File: config.mk
export PLATFORM = sky130hd
export DESIGN_NAME = ch_acc_relu
export DESIGN_NICKNAME = d
export VERILOG_FILES = /design/src/rtl/ch_acc_relu_pkg.sv /design/src/rtl/ch_acc_relu_psum_ram.sv /design/src/rtl/ch_acc_relu.sv
export SDC_FILE = /design/constraint.sdc
export NUM_CORES = 2
export LEC_CHECK = 0
export ABC_CLOCK_PERIOD_IN_PS = 12700
export CAP_MARGIN = 0
export CORE_MARGIN = 3
export CORE_UTILIZATION = 55
export CTS_CLUSTER_DIAMETER = 50
export CTS_CLUSTER_SIZE = 30
export DETAILED_ROUTE_END_ITERATION = 12
export GPL_TIMING_DRIVEN = 0
export PLACE_DENSITY = 0.68
export SLEW_MARGIN = 15
export SYNTH_ARGS = -nofsm -noshare
export SYNTH_HDL_FRONTEND = slang
export SYNTH_SLANG_ARGS = --single-unit
File: constraint.sdc
create_clock -name clk -period 12.7 [get_ports clk]
set_input_delay 2.54 -clock clk [delete_from_list [all_inputs] [get_ports clk]]
set_output_delay 2.54 -clock clk [all_outputs]
set_load 0.02 [all_outputs]
File: src/rtl/ch_acc_relu_pkg.sv
`default_nettype none
// ============================================================================
// Module      : ch_acc_relu_pkg
// Description : Shared definitions for the channel accumulator / ReLU stage.
//               Holds the controller state encoding and the config_bits field
//               layout, which is also used by the conv array and the pooling
//               stage so all three agree on the packing.
//               config_bits = { nChannel-1 , nPixel-1 }
// Revision    : 1.0 - initial release
// ============================================================================
package ch_acc_relu_pkg;

    // Controller states
    localparam int         c_state_w  = 2;
    localparam logic [1:0] c_st_idle  = 2'd0;
    localparam logic [1:0] c_st_acc   = 2'd1;  // passes 0 .. nChannel-2
    localparam logic [1:0] c_st_out   = 2'd2;  // final pass, outputs produced
    localparam logic [1:0] c_st_drain = 2'd3;  // pipeline flush, 2 cycles

    // Lower config field (nPixel-1) starts at bit 0
    localparam int c_cfg_pix_lsb = 0;

    // Width of a count field able to hold max_count-1 (at least one bit)
    function automatic int f_field_w(input int max_count);
        return (max_count > 1) ? $clog2(max_count) : 1;
    endfunction

    // Total config_bits width
    function automatic int f_cfg_w(input int max_nch, input int max_npix);
        return f_field_w(max_nch) + f_field_w(max_npix);
    endfunction

    // Upper config field (nChannel-1) sits directly above the pixel field
    function automatic int f_cfg_ch_lsb(input int max_npix);
        return c_cfg_pix_lsb + f_field_w(max_npix);
    endfunction

endpackage : ch_acc_relu_pkg
`default_nettype wire

File: src/rtl/ch_acc_relu_psum_ram.sv
`default_nettype none
// ============================================================================
// Module      : ch_acc_relu_psum_ram
// Description : Simple dual-port partial-sum store, one write port and one
//               read port, 1-cycle synchronous read. A read and a write to the
//               same address in one cycle return the old contents; callers
//               must forward around that case.
// Ports       : clk        - clock
//               i_wr_en    - write enable
//               i_wr_addr  - write address
//               i_wr_data  - write data
//               i_rd_en    - read enable (read data holds when low)
//               i_rd_addr  - read address
//               o_rd_data  - read data, valid the cycle after i_rd_en
// Revision    : 1.0 - initial release
// ============================================================================
module ch_acc_relu_psum_ram
    import ch_acc_relu_pkg::*;
#(
    parameter int DEPTH  = 64,
    parameter int DATA_W = 32,
    parameter int ADDR_W = f_field_w(DEPTH)
) (
    input  logic              clk,
    input  logic              i_wr_en,
    input  logic [ADDR_W-1:0] i_wr_addr,
    input  logic [DATA_W-1:0] i_wr_data,
    input  logic              i_rd_en,
    input  logic [ADDR_W-1:0] i_rd_addr,
    output logic [DATA_W-1:0] o_rd_data
);

    logic [DATA_W-1:0] r_mem [DEPTH];
    logic [DATA_W-1:0] r_rd_data;

    always_ff @(posedge clk) begin
        if (i_wr_en) begin
            r_mem[i_wr_addr] <= i_wr_data;
        end
        if (i_rd_en) begin
            r_rd_data <= r_mem[i_rd_addr];
        end
    end

    assign o_rd_data = r_rd_data;

endmodule : ch_acc_relu_psum_ram
`default_nettype wire

File: src/rtl/ch_acc_relu.sv
`default_nettype none
// ============================================================================
// Module      : ch_acc_relu
// Description : Accumulates per-pixel partial sums over nChannel input passes,
//               then on the final pass adds a bias, applies ReLU with
//               saturation to WIDTH bits and streams the result onward.
//               Two-stage pipeline: stage 1 registers the beat and issues the
//               psum read, stage 2 adds, writes back and drives the output.
// Ports       : clk         - clock, rising edge
//               rst         - synchronous reset, active low
//               start       - one-cycle job start (accepted in IDLE only)
//               config_bits - {nChannel-1, nPixel-1}, latched on start
//               bias        - signed bias, latched on start
//               data_in     - signed partial-sum pixel
//               data_in_en  - data_in valid
//               data_out    - activated pixel, 0 when data_out_en is low
//               data_out_en - data_out valid
//               busy        - job in progress
//               done        - one-cycle pulse after the last output
// Revision    : 1.0 - initial release
// ============================================================================
module ch_acc_relu
    import ch_acc_relu_pkg::*;
#(
    parameter int WIDTH        = 16,
    parameter int ACC_WIDTH    = 32,
    parameter int MAX_NPIXEL   = 64,
    parameter int MAX_NCHANNEL = 64
) (
    input  logic                                            clk,
    input  logic                                            rst,
    input  logic                                            start,
    input  logic [f_cfg_w(MAX_NCHANNEL, MAX_NPIXEL)-1:0]    config_bits,
    input  logic signed [WIDTH-1:0]                         bias,
    input  logic signed [WIDTH-1:0]                         data_in,
    input  logic                                            data_in_en,
    output logic signed [WIDTH-1:0]                         data_out,
    output logic                                            data_out_en,
    output logic                                            busy,
    output logic                                            done
);

    localparam int c_pw     = f_field_w(MAX_NPIXEL);
    localparam int c_cw     = f_field_w(MAX_NCHANNEL);
    localparam int c_ch_lsb = f_cfg_ch_lsb(MAX_NPIXEL);

    // Largest positive WIDTH-bit value, widened to the bias-sum width
    localparam logic signed [ACC_WIDTH:0] c_out_max =
        {{(ACC_WIDTH-WIDTH+2){1'b0}}, {(WIDTH-1){1'b1}}};

    // ---------------------------------------------------------------- control
    logic [c_state_w-1:0]    r_state;
    logic                    r_drain_cnt;
    logic                    r_done;
    logic [c_pw-1:0]         r_npix_m1;
    logic [c_cw-1:0]         r_nch_m1;
    logic signed [WIDTH-1:0] r_bias;
    logic [c_pw-1:0]         r_pix_cnt;
    logic [c_cw-1:0]         r_ch_cnt;

    logic                    w_beat;
    logic                    w_pix_wrap;
    logic [c_cw-1:0]         w_last_acc_ch;

    assign w_beat        = data_in_en && ((r_state == c_st_acc) || (r_state == c_st_out));
    assign w_pix_wrap    = (r_pix_cnt == r_npix_m1);
    assign w_last_acc_ch = r_nch_m1 - c_cw'(1);

    always_ff @(posedge clk) begin
        if (!rst) begin
            r_state     <= c_st_idle;
            r_drain_cnt <= 1'b0;
            r_done      <= 1'b0;
            r_npix_m1   <= '0;
            r_nch_m1    <= '0;
            r_bias      <= '0;
            r_pix_cnt   <= '0;
            r_ch_cnt    <= '0;
        end else begin
            r_done <= 1'b0;
            case (r_state)
                c_st_idle: begin
                    if (start) begin
                        r_npix_m1 <= config_bits[c_cfg_pix_lsb +: c_pw];
                        r_nch_m1  <= config_bits[c_ch_lsb +: c_cw];
                        r_bias    <= bias;
                        r_pix_cnt <= '0;
                        r_ch_cnt  <= '0;
                        r_state   <= (config_bits[c_ch_lsb +: c_cw] != '0) ? c_st_acc : c_st_out;
                    end
                end
                c_st_acc, c_st_out: begin
                    if (data_in_en) begin
                        if (w_pix_wrap) begin
                            r_pix_cnt <= '0;
                            r_ch_cnt  <= r_ch_cnt + c_cw'(1);
                            if (r_state == c_st_out) begin
                                r_state     <= c_st_drain;
                                r_drain_cnt <= 1'b0;
                            end else if (r_ch_cnt == w_last_acc_ch) begin
                                r_state <= c_st_out;
                            end
                        end else begin
                            r_pix_cnt <= r_pix_cnt + c_pw'(1);
                        end
                    end
                end
                c_st_drain: begin
                    if (r_drain_cnt) begin
                        r_state <= c_st_idle;
                        r_done  <= 1'b1;
                    end else begin
                        r_drain_cnt <= 1'b1;
                    end
                end
                default: r_state <= c_st_idle;
            endcase
        end
    end

    assign busy = (r_state != c_st_idle);
    assign done = r_done;

    // ---------------------------------------------------------------- stage 1
    logic                        r_s1_valid;
    logic [c_pw-1:0]             r_s1_pix;
    logic signed [WIDTH-1:0]     r_s1_data;
    logic                        r_s1_first;
    logic                        r_s1_out;
    logic                        r_fwd_hit;
    logic signed [ACC_WIDTH-1:0] r_fwd_data;

    logic [ACC_WIDTH-1:0]        w_ram_rd;
    logic signed [ACC_WIDTH-1:0] w_base;
    logic signed [ACC_WIDTH-1:0] w_sum;

    always_ff @(posedge clk) begin
        if (!rst) begin
            r_s1_valid <= 1'b0;
            r_s1_pix   <= '0;
            r_s1_data  <= '0;
            r_s1_first <= 1'b0;
            r_s1_out   <= 1'b0;
            r_fwd_hit  <= 1'b0;
            r_fwd_data <= '0;
        end else begin
            r_s1_valid <= w_beat;
            if (w_beat) begin
                r_s1_pix   <= r_pix_cnt;
                r_s1_data  <= data_in;
                r_s1_first <= (r_ch_cnt == '0);
                r_s1_out   <= (r_state == c_st_out);
            end
            // The RAM returns pre-write data when this read collides with the
            // stage-2 write in the same cycle; remember the sum being written.
            r_fwd_hit  <= w_beat && r_s1_valid && (r_s1_pix == r_pix_cnt);
            r_fwd_data <= w_sum;
        end
    end

    // Pass 0 never reads: RAM contents may be stale from an earlier job.
    ch_acc_relu_psum_ram #(
        .DEPTH  (MAX_NPIXEL),
        .DATA_W (ACC_WIDTH),
        .ADDR_W (c_pw)
    ) u_psum_ram (
        .clk       (clk),
        .i_wr_en   (r_s1_valid),
        .i_wr_addr (r_s1_pix),
        .i_wr_data (w_sum),
        .i_rd_en   (w_beat && (r_ch_cnt != '0)),
        .i_rd_addr (r_pix_cnt),
        .o_rd_data (w_ram_rd)
    );

    // ---------------------------------------------------------------- stage 2
    logic signed [ACC_WIDTH:0]   w_y;
    logic signed [WIDTH-1:0]     w_relu;

    assign w_base = r_s1_first ? '0 : (r_fwd_hit ? r_fwd_data : $signed(w_ram_rd));
    assign w_sum  = w_base + ACC_WIDTH'(r_s1_data);
    // One extra bit so sum + bias cannot wrap before the clamp
    assign w_y    = (ACC_WIDTH+1)'(w_sum) + (ACC_WIDTH+1)'(r_bias);

    always_comb begin
        w_relu = w_y[WIDTH-1:0];
        if (w_y[ACC_WIDTH]) begin
            w_relu = '0;
        end else if (w_y > c_out_max) begin
            w_relu = {1'b0, {(WIDTH-1){1'b1}}};
        end
    end

    always_ff @(posedge clk) begin
        if (!rst) begin
            data_out_en <= 1'b0;
            data_out    <= '0;
        end else begin
            data_out_en <= r_s1_valid && r_s1_out;
            data_out    <= (r_s1_valid && r_s1_out) ? w_relu : '0;
        end
    end

endmodule : ch_acc_relu
`default_nettype wire

**Cell outlines without signal wires**

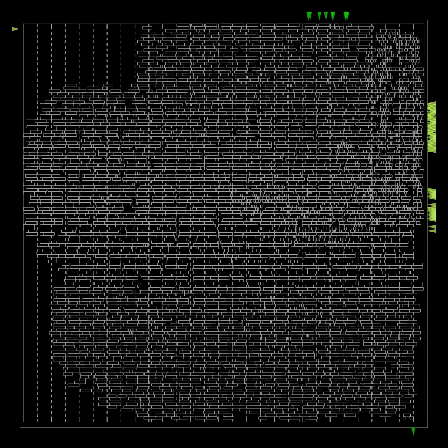
count of filler cells inserted in the layout: 10,300
Final Util: 0.6374

**Metal 2**

(1 px per micron)
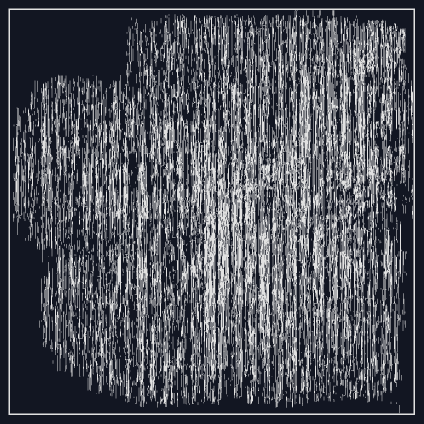
longest straight run	167 microns
nets with wire on the layer	4,165
share of all routed wire	45%
wire length on this layer	103 mm
main direction	vertical
total via count in the routed design: 43,700
GRT met2 Usage: 0.4162
Total Wirelength: 226,300 microns

==> impl_metrics.yaml <==
# implementation run metrics
run_status:
  run_status: "complete, no violations"
synth:
  numSynthFlops: 2199
  synth.yosys.num_cells: 4032
  ys_sh_mux: 0.1785
  enable_flop_cells: 2080
  post_synth_fa_ha_maj_area_fraction: 0.01053
  syn-num-nets: 4152
  synthesis.yosys.warnings: 0
  yosys_area_sq_um: 86950
  netlist_area_sq_um: 86950
  synth_cell_types: 79
  syn-mean-instance-area_sq_um: 21.57
  synth_top_cell_by_area: "sky130_fd_sc_hd__edfxtp_1"
  synthArstFlopShare: 0
  synthXorXnorAreaFrac: 0.007554
  syn-instance-count: 4032
  ys_sh_aoi: 0.02121
  topCellsByArea: "sky130_fd_sc_hd__edfxtp_1, sky130_fd_sc_hd__mux4_2, sky130_fd_sc_hd__dfxtp_1"
  synth_top_flop_cell: "sky130_fd_sc_hd__edfxtp_1"
  synthDominantCellAreaShare: 0.7183
  synth_simple_gate_area_share: 0.02479
  synth_sequential_area_ratio: 0.7457
  netlist_logic_family_top: "multiplexers"
finish:
  layout_cells_sized_above_1: 0.2932
  layout.cells.most_common: "sky130_fd_sc_hd__edfxtp_1"
  final_net_count: 4558
  flow.area_growth_from_synthesis_pct: 14.77
  layout.cells.most_common_list: "sky130_fd_sc_hd__edfxtp_1, sky130_fd_sc_hd__mux4_2, sky130_fd_sc_hd__clkbuf_16"
  design_area_sq_um: 99800
global_routing:
  grt.total_usage: 0.2825
  antenna_found_initial: 12
  grt.overflow.total: 0
  grt_max_degree: 67
  global_route_wire_length_before_repair_microns: 321200
  first_global_vias: 42640
drt:
  detailedRoute.firstIterationViolations: 6245
  postRouteAntennaNets: 0
  avgViaCountPerCell: 6.581
  drcViolationCount: 0
  avgRoutedWirePerCell_microns: 34.07
  dr.pass1.iters: 8
final_timing:
  final_min_period_over_clock_period: 0.6377
  fmaxAchievable_mhz: 123.5
  report.final.hold_viol_count: 0
  final.min_clock_period_ns: 8.099
  max_slew.worst_pin.slew_ns: 1.355
  setup_viols_final: 0
  worst_slew_margin_rel: 0.09696
  final-max-slew-violation-count: 0
  unrepaired_setup_endpoints_after_global_routing: "no"
  clock-skew-final_ns: 0.03269
  timing.setup.tns_ns: 0
clock_network:
  clock_tree.root_cell: "sky130_fd_sc_hd__clkbuf_16"
  worstSkewPairLatency_ns: 0.82
  clk_transition_reported_paths_ns: 0.08
  post_cts_resized: 0
  post_cts_buffers: 0
  cts_hold_buffers: 0
  max-clock-path-buffers: 3
  clock-sinks: 2199
  numCtsBuffers: 161
  htreeDepth: 4
  cts_tree: "built"
floorplanning:
  dieWidth_microns: 403.6
  floorplan.die_area_sq_um: 162900
  core_area_sq_um: 156600
  num_rows: 145
  die_ht_microns: 403.6
  initCoreUtil: 0.5554
worst_setup_path:
  endpoint_kind: "register"
  timing_worst_setup_path_type: "register to register"
  cp_top_family: "AND-OR/OR-AND gates"
  critPathBufInv: 3
  timing.critical_path.arrival_ns: 8.76
  critical_path_s_slowest_cell: "sky130_fd_sc_hd__ha_1"
  timing.critical_path.fanout_max: 65
  cp_slowest_stage_delay_ns: 0.73
  crit_required_ns: 13.36
  startpoint_class: "register"
flow_run:
  cap_viol_max_count: 0
  openroad.warnings: 30
placed_design:
  detailed_place.area_sq_um: 94120
  gp_congestion: 0.8707
  place_hpwl_microns: 159800
power_and_ir_drop:
  power-per-cell-area_nw_per_um2: 173.5
  vdd_drop_max_uv: 154.0
  static-leakage-power_nw: 30.60
min_path:
  min_path_type: "register to register"
**Nets reached from selected ports**

(1 px per micron)
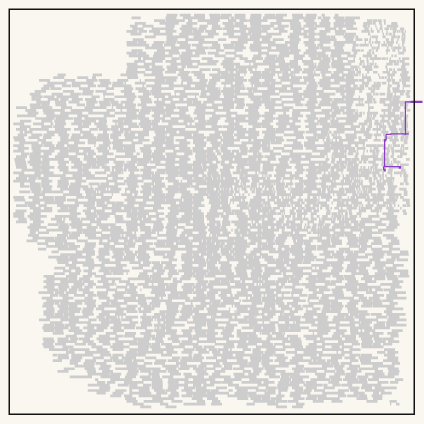
port	colour	bits	direction	end cells	wire
`start`	purple	1	input	3	119 microns
number of top-level pins: 67
Buffers on Ports: 65

==> metrics by stage <==
stage | utilization | setup WS (ns) | hold WS, ns | cells | power (mW)
after floorplan | - | 5.057 | 0.4366 | 4032 | 10.55
after global placement | 0.5760 | 0.1726 | 0.4471 | 6155 | 11.72
after detailed placement | 0.6012 | 4.734 | 0.4541 | 6333 | 12.01
after CTS | 0.6372 | 4.703 | 0.4638 | 6632 | 17.37
after global routing | 0.6373 | 4.200 | 0.4793 | 6632 | 17.84
final | 0.6374 | 4.601 | 0.4654 | 6641 | 17.32
==> worst min-delay path, cell delays in order, from the launching register on <==
cell	delay (ns)
sky130_fd_sc_hd__dfxtp_1	0.32
sky130_fd_sc_hd__nand2_1	0.05
sky130_fd_sc_hd__a21oi_1	0.05
==> area by class of cell <==
cell class                      count  area (sq um)
Tap cell                         2058          2575
Clock inverter                    131          1574
Fill cell                       10300         56770
Buffer                            207         909.6
Timing Repair Buffer              243          3752
Multi-Input combinational cell   1593         21920
Antenna cell                        9         22.52
Clock buffer                      168          4076
Sequential cell                  2199         64840
Inverter                           33         123.9
==> path summary, 6_finish.rpt <==
check	start	to	slack (ns)	cells after the start
hold reg to reg	r_bias[0]	r_bias[0]	0.47	2
setup / recovery	r_fwd_hit	data_out[12]	4.60	25
setup reg to reg	r_fwd_hit	data_out[12]	4.60	25
hold / removal	r_bias[0]	r_bias[0]	0.47	2
==> layer usage <==
layer,vias to the layer above,part of all wire,track usage
met5,-,0.00083,0.006839
met4,6,0.046,0.1135
met3,396,0.11,0.07450
met2,2329,0.45,0.4162
met1,23250,0.39,0.4091
li1,17720,-,-
==> power breakdown <==
| group | internal, mW | switching [mW] | total (mW) |
|---|---|---|---|
| registers | 8.69 | 0.0336 | 8.73 |
| logic | 1.07 | 2.08 | 3.15 |
| clock network | 2.63 | 2.81 | 5.44 |
| total | 12.4 | 4.92 | 17.3 |
==> cells in the mapped netlist, drive strengths merged (6+ instances only) <==
master	instances
or3	11
xnor2	44
clkbuf	126
nor3	14
inv	32
o21bai	10
o211ai	9
o21ai	41
nand2	157
ha	70
nand3	32
a21o	17
nand2b	16
o21a	9
buf	81
a41oi	17
a21oi	122
xor2	31
and2	35
nand4	16
o31ai	6
mux2i	36
dfxtp	119
nor2	147
mux4	672
nor2b	12
nor4	6
edfxtp	2080
==> state kept, by name, indices dropped and copies added (netlist names), 2 cells and up <==
| name | cells |
|---|---|
| u_psum_ram.r_mem | 2048 |
| r_fwd_data | 32 |
| u_psum_ram.o_rd_data | 32 |
| data_out | 16 |
| r_bias | 16 |
| r_s1_data | 16 |
| r_ch_cnt | 6 |
| r_nch_m1 | 6 |
| r_npix_m1 | 6 |
| r_pix_cnt | 6 |
| r_s1_pix | 6 |
| r_state | 2 |
Power is estimated from default activity; no workload was simulated.
